## config.mk

```make
export PLATFORM = sky130hd
export DESIGN_NAME = bus_dev_fifo
export DESIGN_NICKNAME = d
export VERILOG_FILES = /design/src/rtl/bus_pkg.sv /design/src/rtl/fifo_fwft.sv /design/src/rtl/bus_dev_fifo.sv
export SDC_FILE = /design/constraint.sdc
export NUM_CORES = 1
export LEC_CHECK = 0
export CAP_MARGIN = 10
export CORE_ASPECT_RATIO = 1.2
export CORE_UTILIZATION = 30
export DETAILED_ROUTE_END_ITERATION = 7
export PLACE_DENSITY_LB_ADDON = 0.12
export SYNTH_ARGS = -nofsm -noshare
export SYNTH_HDL_FRONTEND = slang
export SYNTH_SLANG_ARGS = --single-unit
```

## constraint.sdc

```tcl
create_clock -name clk -period 3.4 [get_ports clk]
set_input_delay 0.68 -clock clk [delete_from_list [all_inputs] [get_ports clk]]
set_output_delay 0.68 -clock clk [all_outputs]
set_load 0.01 [all_outputs]
```

## src/rtl/bus_pkg.sv

```systemverilog
// bus_pkg: shared bus constants and destination-ID extraction.
package bus_pkg;
    localparam int PCKG_SZ = 16;
    localparam int ID_W = 8;
    localparam logic [ID_W-1:0] BROADCAST = '1;
    // Packets up to 64 bits; the ID sits in the top ID_W bits of an sz-bit packet.
    function automatic logic [ID_W-1:0] dest_id(input logic [63:0] pkt, input int unsigned sz);
        return ID_W'(pkt >> (sz - ID_W));
    endfunction
endpackage

```

## src/rtl/fifo_fwft.sv

```systemverilog
// fifo_fwft: first-word-fall-through FIFO; a write into a full FIFO is accepted only alongside a read.
module fifo_fwft #(
    parameter int width = 16,
    parameter int depth = 8
) (
    input  logic             clk,
    input  logic             reset,
    input  logic             wr_en,
    input  logic [width-1:0] wr_data,
    input  logic             rd_en,
    output logic [width-1:0] rd_data,
    output logic             valid,
    output logic             full
);
    localparam int AW = $clog2(depth);
    localparam logic [AW:0] full_cnt = (AW+1)'(depth);
    logic [width-1:0] mem_q [depth];
    logic [width-1:0] mem_d [depth];
    logic [AW-1:0] wptr_q, wptr_d, rptr_q, rptr_d;
    logic [AW:0] cnt_q, cnt_d;
    logic do_rd, do_wr;
    assign valid = cnt_q != '0;
    assign full = cnt_q == full_cnt;
    assign rd_data = valid ? mem_q[rptr_q] : '0;
    always_comb begin
        do_rd = rd_en && valid;
        do_wr = wr_en && (!full || do_rd);
        mem_d = mem_q;
        if (do_wr) mem_d[wptr_q] = wr_data;
        wptr_d = do_wr ? wptr_q + 1'b1 : wptr_q;
        rptr_d = do_rd ? rptr_q + 1'b1 : rptr_q;
        cnt_d = cnt_q + (AW+1)'(do_wr) - (AW+1)'(do_rd);
    end
    always_ff @(posedge clk) begin
        if (reset) begin
            wptr_q <= '0;
            rptr_q <= '0;
            cnt_q <= '0;
        end else begin
            wptr_q <= wptr_d;
            rptr_q <= rptr_d;
            cnt_q <= cnt_d;
        end
    end
    // Storage needs no reset: the zero count hides stale entries.
    always_ff @(posedge clk) mem_q <= mem_d;
endmodule

```

## src/rtl/bus_dev_fifo.sv

```systemverilog
// bus_dev_fifo: bus device with TX/RX FWFT FIFOs, saturating drop counters and misroute detection.
module bus_dev_fifo import bus_pkg::*; #(
    parameter int pckg_sz = PCKG_SZ,
    parameter int depth = 8,
    parameter logic [ID_W-1:0] dev_id = 8'd0,
    parameter logic [ID_W-1:0] broadcast = BROADCAST
) (
    input  logic               clk,
    input  logic               reset,
    input  logic               wr_en,
    input  logic [pckg_sz-1:0] wr_data,
    output logic               tx_full,
    output logic               pndng,
    output logic [pckg_sz-1:0] D_pop,
    input  logic               pop,
    input  logic               push,
    input  logic [pckg_sz-1:0] D_push,
    output logic               rx_valid,
    output logic [pckg_sz-1:0] rx_data,
    input  logic               rx_rd_en,
    output logic [7:0]         tx_drop_cnt,
    output logic [7:0]         rx_drop_cnt,
    output logic [7:0]         misroute_cnt
);
    logic rx_full, tx_drop, rx_drop, misroute;
    logic [ID_W-1:0] id;
    logic [7:0] tx_drop_cnt_q, tx_drop_cnt_d, rx_drop_cnt_q, rx_drop_cnt_d, misroute_cnt_q, misroute_cnt_d;
    fifo_fwft #(.width(pckg_sz), .depth(depth)) u_tx (
        .clk(clk), .reset(reset), .wr_en(wr_en), .wr_data(wr_data), .rd_en(pop),
        .rd_data(D_pop), .valid(pndng), .full(tx_full)
    );
    fifo_fwft #(.width(pckg_sz), .depth(depth)) u_rx (
        .clk(clk), .reset(reset), .wr_en(push), .wr_data(D_push), .rd_en(rx_rd_en),
        .rd_data(rx_data), .valid(rx_valid), .full(rx_full)
    );
    always_comb begin
        id = dest_id(64'(D_push), pckg_sz);
        tx_drop = wr_en && tx_full && !(pop && pndng);
        rx_drop = push && rx_full && !(rx_rd_en && rx_valid);
        misroute = push && id != dev_id && id != broadcast;
        tx_drop_cnt_d = (tx_drop && tx_drop_cnt_q != 8'hFF) ? tx_drop_cnt_q + 8'd1 : tx_drop_cnt_q;
        rx_drop_cnt_d = (rx_drop && rx_drop_cnt_q != 8'hFF) ? rx_drop_cnt_q + 8'd1 : rx_drop_cnt_q;
        misroute_cnt_d = (misroute && misroute_cnt_q != 8'hFF) ? misroute_cnt_q + 8'd1 : misroute_cnt_q;
    end
    always_ff @(posedge clk) begin
        if (reset) begin
            tx_drop_cnt_q <= '0;
            rx_drop_cnt_q <= '0;
            misroute_cnt_q <= '0;
        end else begin
            tx_drop_cnt_q <= tx_drop_cnt_d;
            rx_drop_cnt_q <= rx_drop_cnt_d;
            misroute_cnt_q <= misroute_cnt_d;
        end
    end
    assign tx_drop_cnt = tx_drop_cnt_q;
    assign rx_drop_cnt = rx_drop_cnt_q;
    assign misroute_cnt = misroute_cnt_q;
endmodule

```

Run 1, clock wires, drivers and flops:
The bar under the picture is 50 um long.
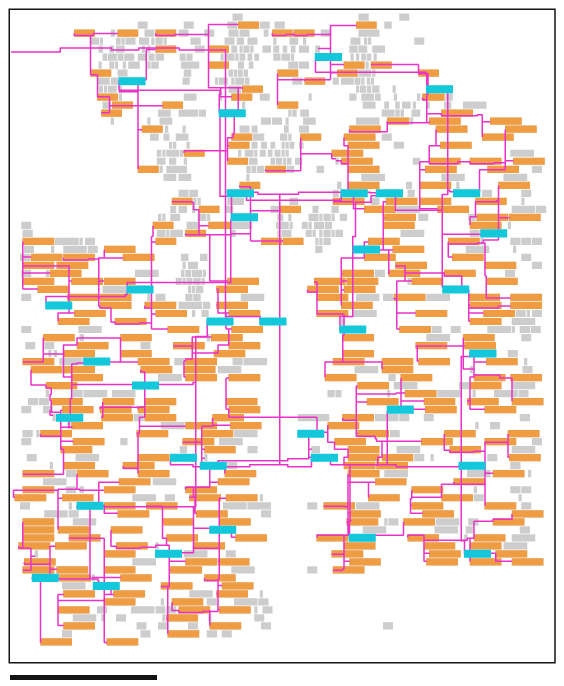
- cyan: clock-net drivers (count 34)
- orange: flip-flops (count 300)
- magenta: clock wires (length 3,930 um)
- flops lie: widely spread
- routed clock nets: 35

Run 1, routed metal, one color a layer:
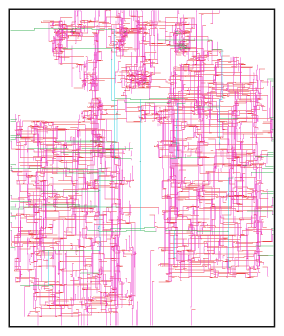
- red: M1 (wire length 10,800 um)
- cyan: M4 (wire length 506 um)
- magenta: M2 (wire length 14,100 um)
- green: M3 (wire length 1,200 um)

==> flow_metrics.tcl, run 1 <==
# flow metrics
set metrics [dict create \
    status "finished clean" \
    dpl-instance-area_sq_um 13800 \
    grtUsageMet3_pct 2.72 \
    syn-num-nets 746 \
    worstSetupPathType "flop to output pin" \
    hpwl_mm 16.1 \
    sh_seq_area_pct 58.0 \
    synth_seq_share_pct 71.2 \
    max_clock_freq_mhz 307 \
    top_area_share_pct 63.9 \
    largest_cell_class "sequential cells" \
    total_power_w 0.0105 \
    synthArstFlopShare_pct 0 \
    drive_above_1_share_pct 17.9 \
    crit_path_max_incr_delay_ns 0.54 \
    placed_cells 1317 \
    final_cell_mix "256 x edfxtp_1, 95 x clkdlybuf4s50_1, 86 x nor2_1, 64 x mux4_2, 41 x dfxtp_1" \
    synth-simple-area-share_pct 6.85 \
    antenna_found_initial 0 \
    synth_cell_types 37 \
    routed_wl_mm 26.7 \
    r2r_setup_slack_ns 0.83 \
    period_needed_ns 3.26 \
    maxSlewViolCount 0 \
    synthCells 688 \
    grt_first_pass_wirelength_mm 40.9 \
    xor_share_pct 1.97 \
    port_buffers 96 \
    top_area_cell "edfxtp_1" \
    ys_sh_adder_pct 2.21 \
    setup.worst_path.start "u_tx.rptr_q[0]" \
    fp_util_pct 30.3 \
    p_seq_w 0.00437 \
    logic_area_sq_um 3290 \
    num-nonclk-inverters 18 \
    dr.pass1.iters 4 \
    most_common_cell "edfxtp_1" \
    layout_top_cell "edfxtp_1" \
    cp_data_arrival_time_ns 2.58 \
    min_path_type "flop to flop" \
    grt_util_met1_pct 15.7 \
    cts.clk_slew.worst_paths_ns 0.06 \
    cts_buffers 34 \
    gp_congestion 0.753 \
    rsz0062_at_grt "no" \
    vias_per_cell 4.62 \
    antenna_cells 0 \
    die_area_sq_um 40900 \
    ys_ff 300 \
    vias 6359 \
    dp_slack_ns 0.456 \
    tightest_slew_ns 0.974 \
    top_usage_layer "met2" \
    area_leaders "edfxtp_1 64%, mux4_2 12%, dfxtp_1 7.3%, mux2i_1 3.0%, nor2_1 2.7%" \
    nMultiInputCombCells 340 \
    core_sq_um 39600 \
    pwr-share-clk_pct 31.7 \
    met2_usage_pct 24.4 \
    crit_cells 5 \
    rows 80 \
    reg2reg_depth 13 \
    dr_wl_met2_mm 14.1 \
    avgSynthCellArea_sq_um 17.5 \
    worst_hold_startpoint "tx_drop_cnt[6]" \
    nWellTaps 533 \
    top_cells_by_count "256 x edfxtp_1, 86 x nor2_1, 64 x mux4_2" \
    warnings 28 \
    setup.worst_path.end "D_pop[11]" \
    cts.sinks 300 \
    comb_area_share_pct 22.2 \
    yosysCellCount 688 \
    cpMaxStageDelayCell "mux4_2" \
    seq_cells 300 \
    area_growth_syn_to_layout_pct 22.9 \
    p_int_w 0.00758 \
    worst_ir_drop_vdd_mv 0.407 \
    power_switching_w 0.00287 \
    p_per_area_nw_per_um2 707 \
    clkCellAreaFrac_pct 6.73 \
    hold_buffers 0 \
    maxPowerGroup "registers" \
    ios 97 \
    drt_iter0_markers 213 \
    timing.hold.ws_ns 0.550 \
    mux_share_pct 15.1 \
    overflow 0 \
]
Run 1, placement by cell class:
Fill, decap, tap and diode cells in gray.
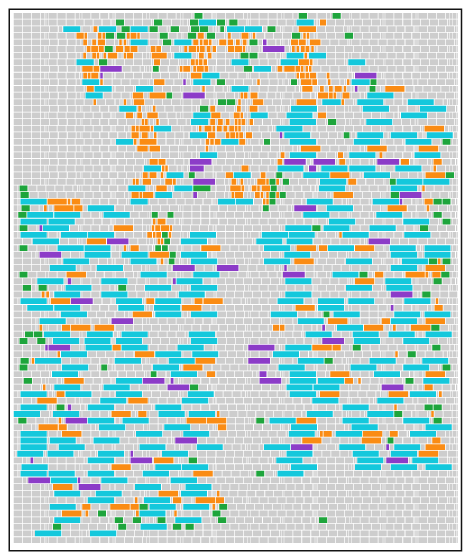
- orange: remaining logic cells (cells 358; share of their area 24%)
- cyan: registers (cells 300; share of their area 61%)
- green: remaining buffers and delay cells (cells 126; share of their area 8.5%)
- purple: clock drivers and dummy loads (cells 58; share of their area 7.0%)

Run 1, cell outlines without signal wires:
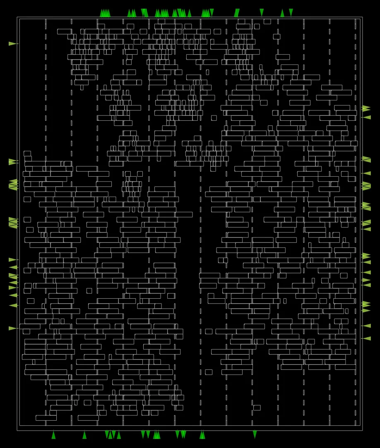
fillers: 3,744
Final Core Density: 37.3%
Finished Layout Cells: 1,375

Run 1, pin map:
Pins as bars across the die edge, other pins in gray.
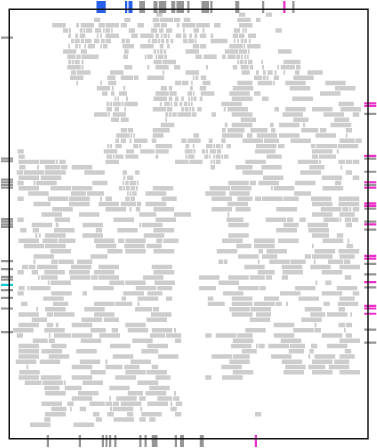

==> run 1 -> run 2 <==
DONT_BUFFER_PORTS = 1   (was default)
HOLD_SLACK_MARGIN = 0.02   (was default)
SKIP_CTS_REPAIR_TIMING = 1   (was default)
Run 2, pin map:
Pins as bars across the die edge, other pins in gray.
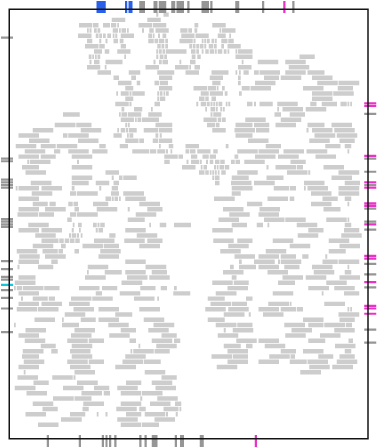
- cyan: pndng (pins 1; direction output; edge left)
- blue: tx_drop_cnt (pins 8; direction output; edge top)
- magenta: rx_data (pins 16; direction output; edge 14 right, 1 top, 1 bottom)

==> flow_metrics.tcl, run 2 <==
# flow metrics
set metrics [dict create \
    synth-simple-area-share_pct 6.85 \
    drive_above_1_share_pct 20.7 \
    synth_seq_share_pct 71.2 \
    clkCellAreaFrac_pct 8.06 \
    dp_slack_ns 0.500 \
    grt_first_pass_wirelength_mm 39.1 \
    dpl-instance-area_sq_um 12800 \
    top_cells_by_count "256 x edfxtp_1, 86 x nor2_1, 64 x mux4_2" \
    period_needed_ns 2.88 \
    pwr-share-clk_pct 35.8 \
    top_area_share_pct 63.9 \
    rows 80 \
    worst_ir_drop_vdd_mv 0.409 \
    nMultiInputCombCells 340 \
    syn-num-nets 746 \
    final_cell_mix "256 x edfxtp_1, 86 x nor2_1, 64 x mux4_2, 42 x dfxtp_1, 37 x clkbuf_16" \
    vias 5972 \
    xor_share_pct 1.97 \
    cts_buffers 34 \
    min_path_type "primary input to flop" \
    crit_cells 4 \
    setup.worst_path.start "u_rx.rptr_q[0]" \
    grtUsageMet3_pct 3.74 \
    synthCells 688 \
    drt_iter0_markers 211 \
    synth_cell_types 37 \
    path_buffers 1 \
    p_int_w 0.00743 \
    grt_start_max_net_pins 46 \
    die_area_sq_um 40900 \
    yosysCellCount 688 \
    ys_ff 300 \
    hpwl_mm 15.5 \
    fp_util_pct 30.3 \
    reg2reg_depth 10 \
    synthArstFlopShare_pct 0 \
    fill_cells 3776 \
    setup.worst_path.end "rx_data[10]" \
    dr.pass1.iters 6 \
    max_clock_freq_mhz 348 \
    antenna_cells 0 \
    seq_cells 300 \
    finalInstanceArea_sq_um 14000 \
    layout_top_cell "edfxtp_1" \
    dr_wl_met2_mm 13.9 \
    cts.clk_slew.worst_paths_ns 0.06 \
    crit_path_max_incr_delay_ns 0.54 \
    area_growth_syn_to_layout_pct 16.1 \
    power_switching_w 0.00278 \
    antenna_found_initial 0 \
    cts_root_buf "clkbuf_16" \
    cpMaxStageDelayCell "dfxtp_2" \
    worstSetupPathType "flop to output pin" \
    final_core_util_pct 35.2 \
    cts.sinks 300 \
    p_per_area_nw_per_um2 731 \
    status "finished clean" \
    ys_sh_adder_pct 2.21 \
    timing.hold.ws_ns 0.245 \
    p_seq_w 0.00439 \
    largest_cell_class "sequential cells" \
    most_common_cell "edfxtp_1" \
    routed_wl_mm 25.8 \
    overflow 0 \
    area_leaders "edfxtp_1 64%, mux4_2 12%, dfxtp_1 7.3%, mux2i_1 3.0%, nor2_1 2.7%" \
    powerClk_w 0.00365 \
    ios 97 \
    logic_area_sq_um 3290 \
    instances_no_fill 1282 \
    grt_util_met1_pct 13.8 \
    top_usage_layer "met2" \
    gp_congestion 0.756 \
    comb_area_share_pct 23.5 \
    avgSynthCellArea_sq_um 17.5 \
    maxSlewViolCount 0 \
    vias_per_cell 4.66 \
    warnings 28 \
    p_leak_nw 4.41 \
    seq_area_sq_um 8570 \
    port_buffers 0 \
    total_power_w 0.0102 \
    tightest_slew_ns 0.863 \
]
Run 2, cell outlines without signal wires:
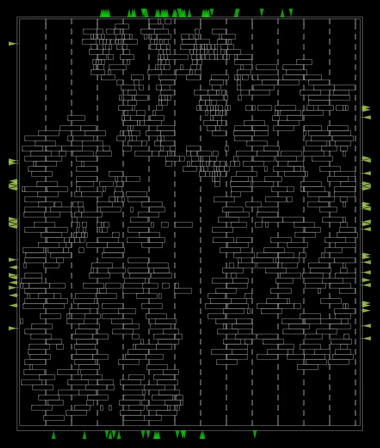
# Taps: 533
Placeable Area: 39,600 sq um

Power and IR drop assume default switching activity.
